Design mult_share_ctrl_flat, sky130hd; sources not shown.
run_1/clock_map.png
The bar under the picture is 50 µm long.
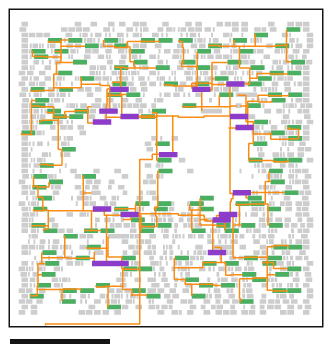
orange -> clock wires  # length 2090 µm
green -> flip-flops  # count 141
purple -> cells driving clock nets  # count 17
flops lie = spread over the die
routed clock nets = 18
clock share of power: 0.280
skew final: 0.01174 ns
P_clk: 1.42 mW
clk_lat worst skew: 0.41 ns

run_1/cell_classes.png
The bar under the picture is 50 µm long.
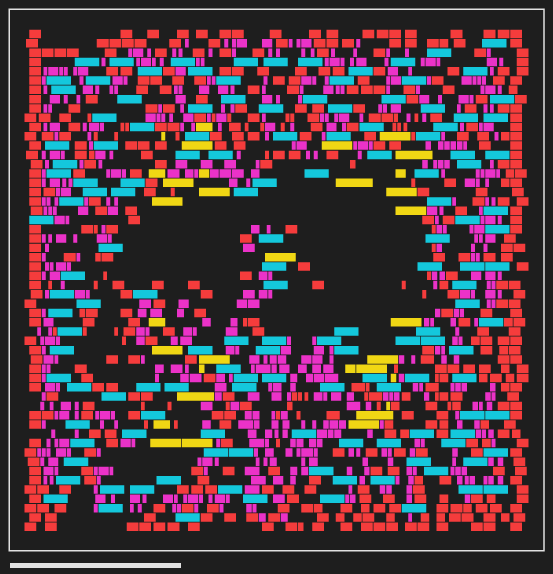
cyan -> flip-flops  # cells 141, share of their area 26%
red -> other buffers and delay cells  # cells 500, share of their area 41%
magenta -> all other logic  # cells 559, share of their area 27%
yellow -> clock drivers and dummy loads  # cells 32, share of their area 5.8%
design area: 11400 µm²
Core Rows: 54
fin util: 0.5257
core area: 21690 µm²

run_1/pdn.png
Pins as bars on the die edge. Tap cells in gray.
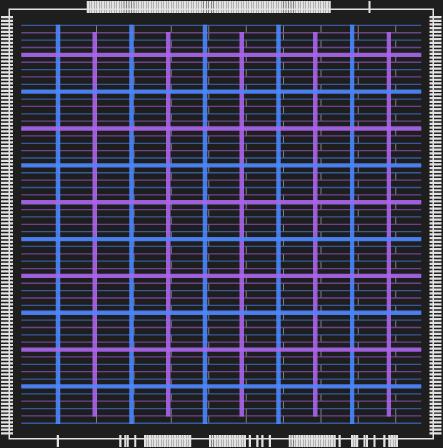
blue -> VSS
purple -> VDD
rows = 54
signal pins = 401
met4 straps = 10
maximum VDD drop: 0.1886 mV
chip height: 158 µm
die width: 156 µm

==> Changelog: implementation, run 1 <==
### Changed

- Pins over their slew limit: 0
- Layout cells sized above 1: 0.06575
- Met1 Track Usage GR: 0.2399
- Largest delay share family, worst path: buffers and inverters
- Flop Count: 141
- Max clock buf depth: 2
- Mux area share: 0.02657
- Most numerous logic cell after layout: clkdlybuf4s50_1
- P per Cell Area: 446.3 nW/µm²
- Reg area: 2823 µm²
- Io pins: 401
- CTS tree: yes
- First-pass GRT wire length: 41570 µm
- Non-clock buffer count: 500
- Initial antenna violation count: 3
- Yosys cell count: 801
- Asr flop ratio synth: 0
- EDFF count, synth: 0
- GRT met2 Usage: 0.3845
- Synth cell types: 43
- CTS clk-pin slew, worst paths: 0.06 ns
- Required time worst endpoint: 4.16 ns
- CP max stage delay: 0.70 ns
- Mean area per synthesized cell: 7.995 µm²
- Comb_multi_in: 554
- Yosys adder share: 0.01172
- DRT met1 WL: 10610 µm
- Outcome: finished clean
- Minimum clock period: 3.555 ns
- Final hold slack: 0.4645 ns
- N_diodes: 4
- Worst path bufs/invs: 4
- Critical Path AT: 2.82 ns
- Setup WS pre-CTS: 1.323 ns
- Vias/cell: 4.873
- Worst hold path depth: 2
- Tool warning count: 30
- Worst Setup Slack, final: 1.345 ns
- H-tree levels: 4
- Filler cells: 2100
- Port bufs: 399
- Hold buffer count at CTS: 0
- DR pass1 iterations: 6
- Vias in the first global route: 7161
- Die ar.: 24650 µm²
- Buffering overhead: 0.3994
- Final clock-cell share: 0.05651
- Largest net degree at the start of global routing: 17
- Worst setup path class: register to output port
- Synth Area in XOR/XNOR: 0.009574
- Grt ovf: 0
- Syn Inst Count: 801
- WL met2: 14200 µm
- Cell Area, Synth: 6404 µm²
- Num CTS Buffers: 17
- Placed inst area: 10750 µm²
- Post-Syn Nets: 1039
- Clk root buf: clkbuf_16
- Nets: 1457
- Clock buffer count in the final layout: 23
- Hold Fails Final Rpt: 0
- Sequential element share of the synthesized area: 0.4408
- CP Launch Type: register
- Post-cts gate resize count: 0
- Slew headroom: 0.4165
- Tot Pwr: 5.089 mW
- Detailed Route WL: 28330 µm
- Routed vias: 7388
- Yosys chip area: 6404 µm²
- Grt met3 use: 0.08639
- Setup TNS: 0 ns
- Worst-Margin Slew: 0.8752 ns
- Element type at the critical path end: output port
- Setup-failing EPs final: 0
- ANT nets after route: 0
- Worst min path class: register to register
- Gr usage total: 0.2178
- DR WL/cell: 18.68 µm
- FP Util: 0.2953
- R2r setup slk: 2.28 ns
- Worst path cell trace: inv_1, ha_1, and2_1, nand3_1, inv_2, clkbuf_1, clkdlybuf4s50_1
- Combinational Area: 3002 µm²
- Worst path slowest cell: clkdlybuf4s50_1
- Post-CTS Repair Setup Buffers: 0
[run 1: power breakdown]
part	switching (mW)	total, mW	internal [mW]
logic	1.18	2.15	0.969
registers	0.142	1.52	1.38
clock network	0.513	1.42	0.910
total	1.83	5.09	3.26
[run 1: synthesized netlist by cell type (all sizes together) (3+ instances only)]
library cell / number / area (µm²)
xor2: 7 / 61.31
a21oi: 34 / 170.2
ha: 6 / 75.07
and3: 4 / 25.02
o211ai: 6 / 45.04
nand2b: 4 / 25.02
a311oi: 81 / 709.4
inv: 5 / 18.76
nand3: 34 / 170.2
nand2: 200 / 750.7
clkbuf: 48 / 180.2
o21ai: 5 / 25.02
a211oi: 16 / 120.1
and2: 3 / 18.77
nor2: 107 / 409.1
dfxtp: 141 / 2823
mux2i: 17 / 170.2
buf: 53 / 380.4
nor2b: 5 / 31.28
run_1/final_clocks.png
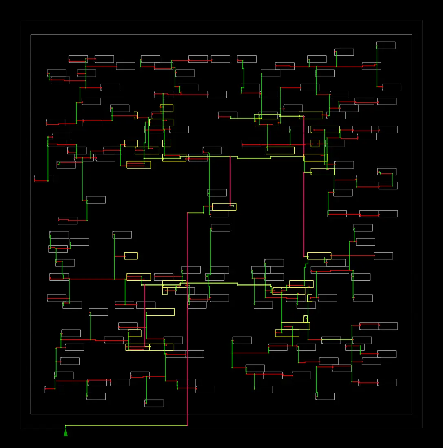

## Run 2: what changed since run 1
- CORE_AREA: 4 4 152 154 -> 4 4 154 156
- DIE_AREA: 0 0 156 158 -> 0 0 158 160
- PLACE_DENSITY: 0.67 -> 0.65
- clock period: 4.9 -> 3.3 ns (I/O delays scaled with it)
run_2/final_clocks.png
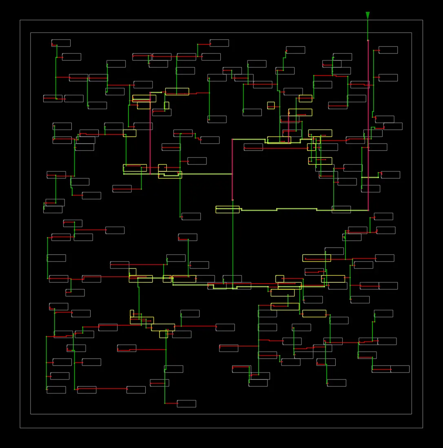
P_clk: 1.97 mW
Num CTS Buffers: 17

==> run 2 against run 1 <==
Via count shrank 1.0%. Area after synthesis unchanged. Critical endpoint unchanged. Register-to-register slack worse by 1.7 ns. Worst hold slack worse by 0.082 ns. Largest power group unchanged. Global-route usage grew 0.25 points. Power increased by 46%. Sequential power is 48% higher. Synthesized cell count unchanged. Clock power up 39%. Combinational power rose by 49%. Count of clock-buffer cells in the layout decreased by 2.
==> Changelog: implementation, run 2 <==
### Changed

- Syn Inst Count: 801 (unchanged)
- Hold Fails Final Rpt: 0 (unchanged)
- Vias/cell: 4.816 (was 4.873)
- Element type at the critical path end: output port (unchanged)
- Max-area cell share: 0.4408 (unchanged)
- Post-CTS Repair Setup Buffers: 0 (unchanged)
- Clock buffer count in the final layout: 21 (was 23)
- Port bufs: 399 (unchanged)
- Layout cells sized above 1: 0.06661 (was 0.06575)
- ANT nets after route: 0 (unchanged)
- Grt met3 use: 0.08482 (was 0.08639)
- Hold buffer count at CTS: 0 (unchanged)
- CP Launch Type: register (unchanged)
- Required time worst endpoint: 2.80 ns (was 4.16 ns)
- Tot Pwr: 7.427 mW (was 5.089 mW)
- Io pins: 401 (unchanged)
- DR pass1 iterations: 6 (unchanged)
- Worst Setup Slack, final: 0.2306 ns (was 1.345 ns)
- Core area: 22370 µm² (was 21690 µm²)
- Sequential element share of the synthesized area: 0.4408 (unchanged)
- Routed vias: 7311 (was 7388)
- Pins over their slew limit: 0 (unchanged)
- Clk_lat worst skew: 0.42 ns (was 0.41 ns)
- Chip height: 160 µm (was 158 µm)
- Setup-failing EPs final: 0 (unchanged)
- First-pass GRT wire length: 42860 µm (was 41570 µm)
- FP Util: 0.2863 (was 0.2953)
- Final clock-cell share: 0.05299 (was 0.05651)
- Count leader, synth: nand2_1 (unchanged)
- Mean area per synthesized cell: 7.995 µm² (unchanged)
- Reg area: 2823 µm² (unchanged)
- Vias in the first global route: 7382 (was 7161)
- Die width: 158 µm (was 156 µm)
- P per Cell Area: 654.0 nW/µm² (was 446.3 nW/µm²)
- RD Place Congestion: 0.8405 (was 0.8530)
- Area leader, netlist: dfxtp_1 (unchanged)
- Core Rows: 55 (was 54)
- Post-cts gate resize count: 0 (unchanged)
- Met1 Track Usage GR: 0.2456 (was 0.2399)
- Detailed Route WL: 29080 µm (was 28330 µm)
- Yosys chip area: 6404 µm² (unchanged)
- Top cells by count, synth: nand2_1, dfxtp_1, nor2_1 (unchanged)
- Comb_multi_in: 554 (unchanged)
- Combinational Area: 3002 µm² (unchanged)
- Grt ovf: 0 (unchanged)
- Initial antenna violation count: 3 (unchanged)
- Most numerous logic cell after layout: clkdlybuf4s50_1 (unchanged)
- Clk root buf: clkbuf_16 (unchanged)
- Worst hold path depth: 2 (unchanged)
- Worst min path class: primary input to register (was register to register)
- Tool warning count: 30 (unchanged)
- Maximum VDD drop: 0.2742 mV (was 0.1886 mV)
- Synth area leaders: dfxtp_1, nand2_1, a311oi_1 (unchanged)
- Filler cells: 2196 (was 2100)
- DRT met1 WL: 11080 µm (was 10610 µm)
- CTS tree: yes (unchanged)
- Critical Path AT: 2.57 ns (was 2.82 ns)
- Setup TNS: 0 ns (unchanged)
- Buffering overhead: 0.4007 (was 0.3994)
- Flop Count: 141 (unchanged)
- N_diodes: 2 (was 4)
- Largest net degree at the start of global routing: 17 (unchanged)
- DR WL/cell: 19.16 µm (was 18.68 µm)
- Design area: 11360 µm² (was 11400 µm²)
- GRT met2 Usage: 0.3764 (was 0.3845)
- R2r setup slk: 0.53 ns (was 2.28 ns)
- Die ar.: 25280 µm² (was 24650 µm²)
- Synth cell types: 43 (unchanged)
- Setup WS pre-CTS: 0.09533 ns (was 1.323 ns)
- Nets: 1456 (was 1457)
- Worst setup path class: register to output port (unchanged)
- Outcome: finished clean (unchanged)
- Placed inst area: 10750 µm² (about the same)
- Cell Area, Synth: 6404 µm² (unchanged)
- Yosys cell count: 801 (unchanged)
- Post-Syn Nets: 1039 (unchanged)
run_2/clock_map.png
The bar under the picture is 50 µm long.
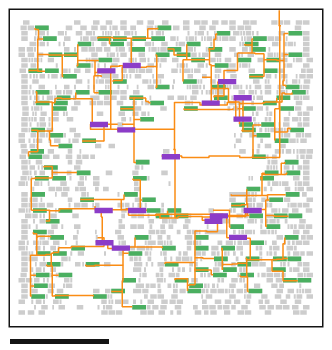
orange -> clock wires  # length 2090 µm
green -> flip-flops  # count 141
purple -> cells driving clock nets  # count 17
flops lie = spread over the die
routed clock nets = 18
skew final: 0.009716 ns
clock share of power: 0.266

-- run 2: cell counts after synthesis --
Identical to the previous run, type by type.
-- run 2: power by group --
group / leakage (nW) / internal [mW] / total (mW) / switching (mW)
logic: 2.78 / 1.44 / 3.20 / 1.76
registers: 1.15 / 2.04 / 2.25 / 0.208
clock network: 0.287 / 1.18 / 1.97 / 0.790
-- run 2: critical path: stages, from the launching register on --
cell             delay, ns
dfxtp_1               0.34
inv_1                 0.12
ha_1                  0.29
and2_1                0.17
nand3_1               0.15
inv_2                 0.38
clkdlybuf4s50_1       0.70
-- run 2: kinds of logic after synthesis --
kind of cell    after synthesis  synth area share
mux                          17           0.02657
xor+xnor                      7          0.009574
fa+ha+maj                     6           0.01172
compound gates              150            0.1770
simple gates                374            0.2438
buf+inv                     106           0.09046
flops                       141            0.4408
Power figures rest on the tool's default switching activity, not on a simulated workload.
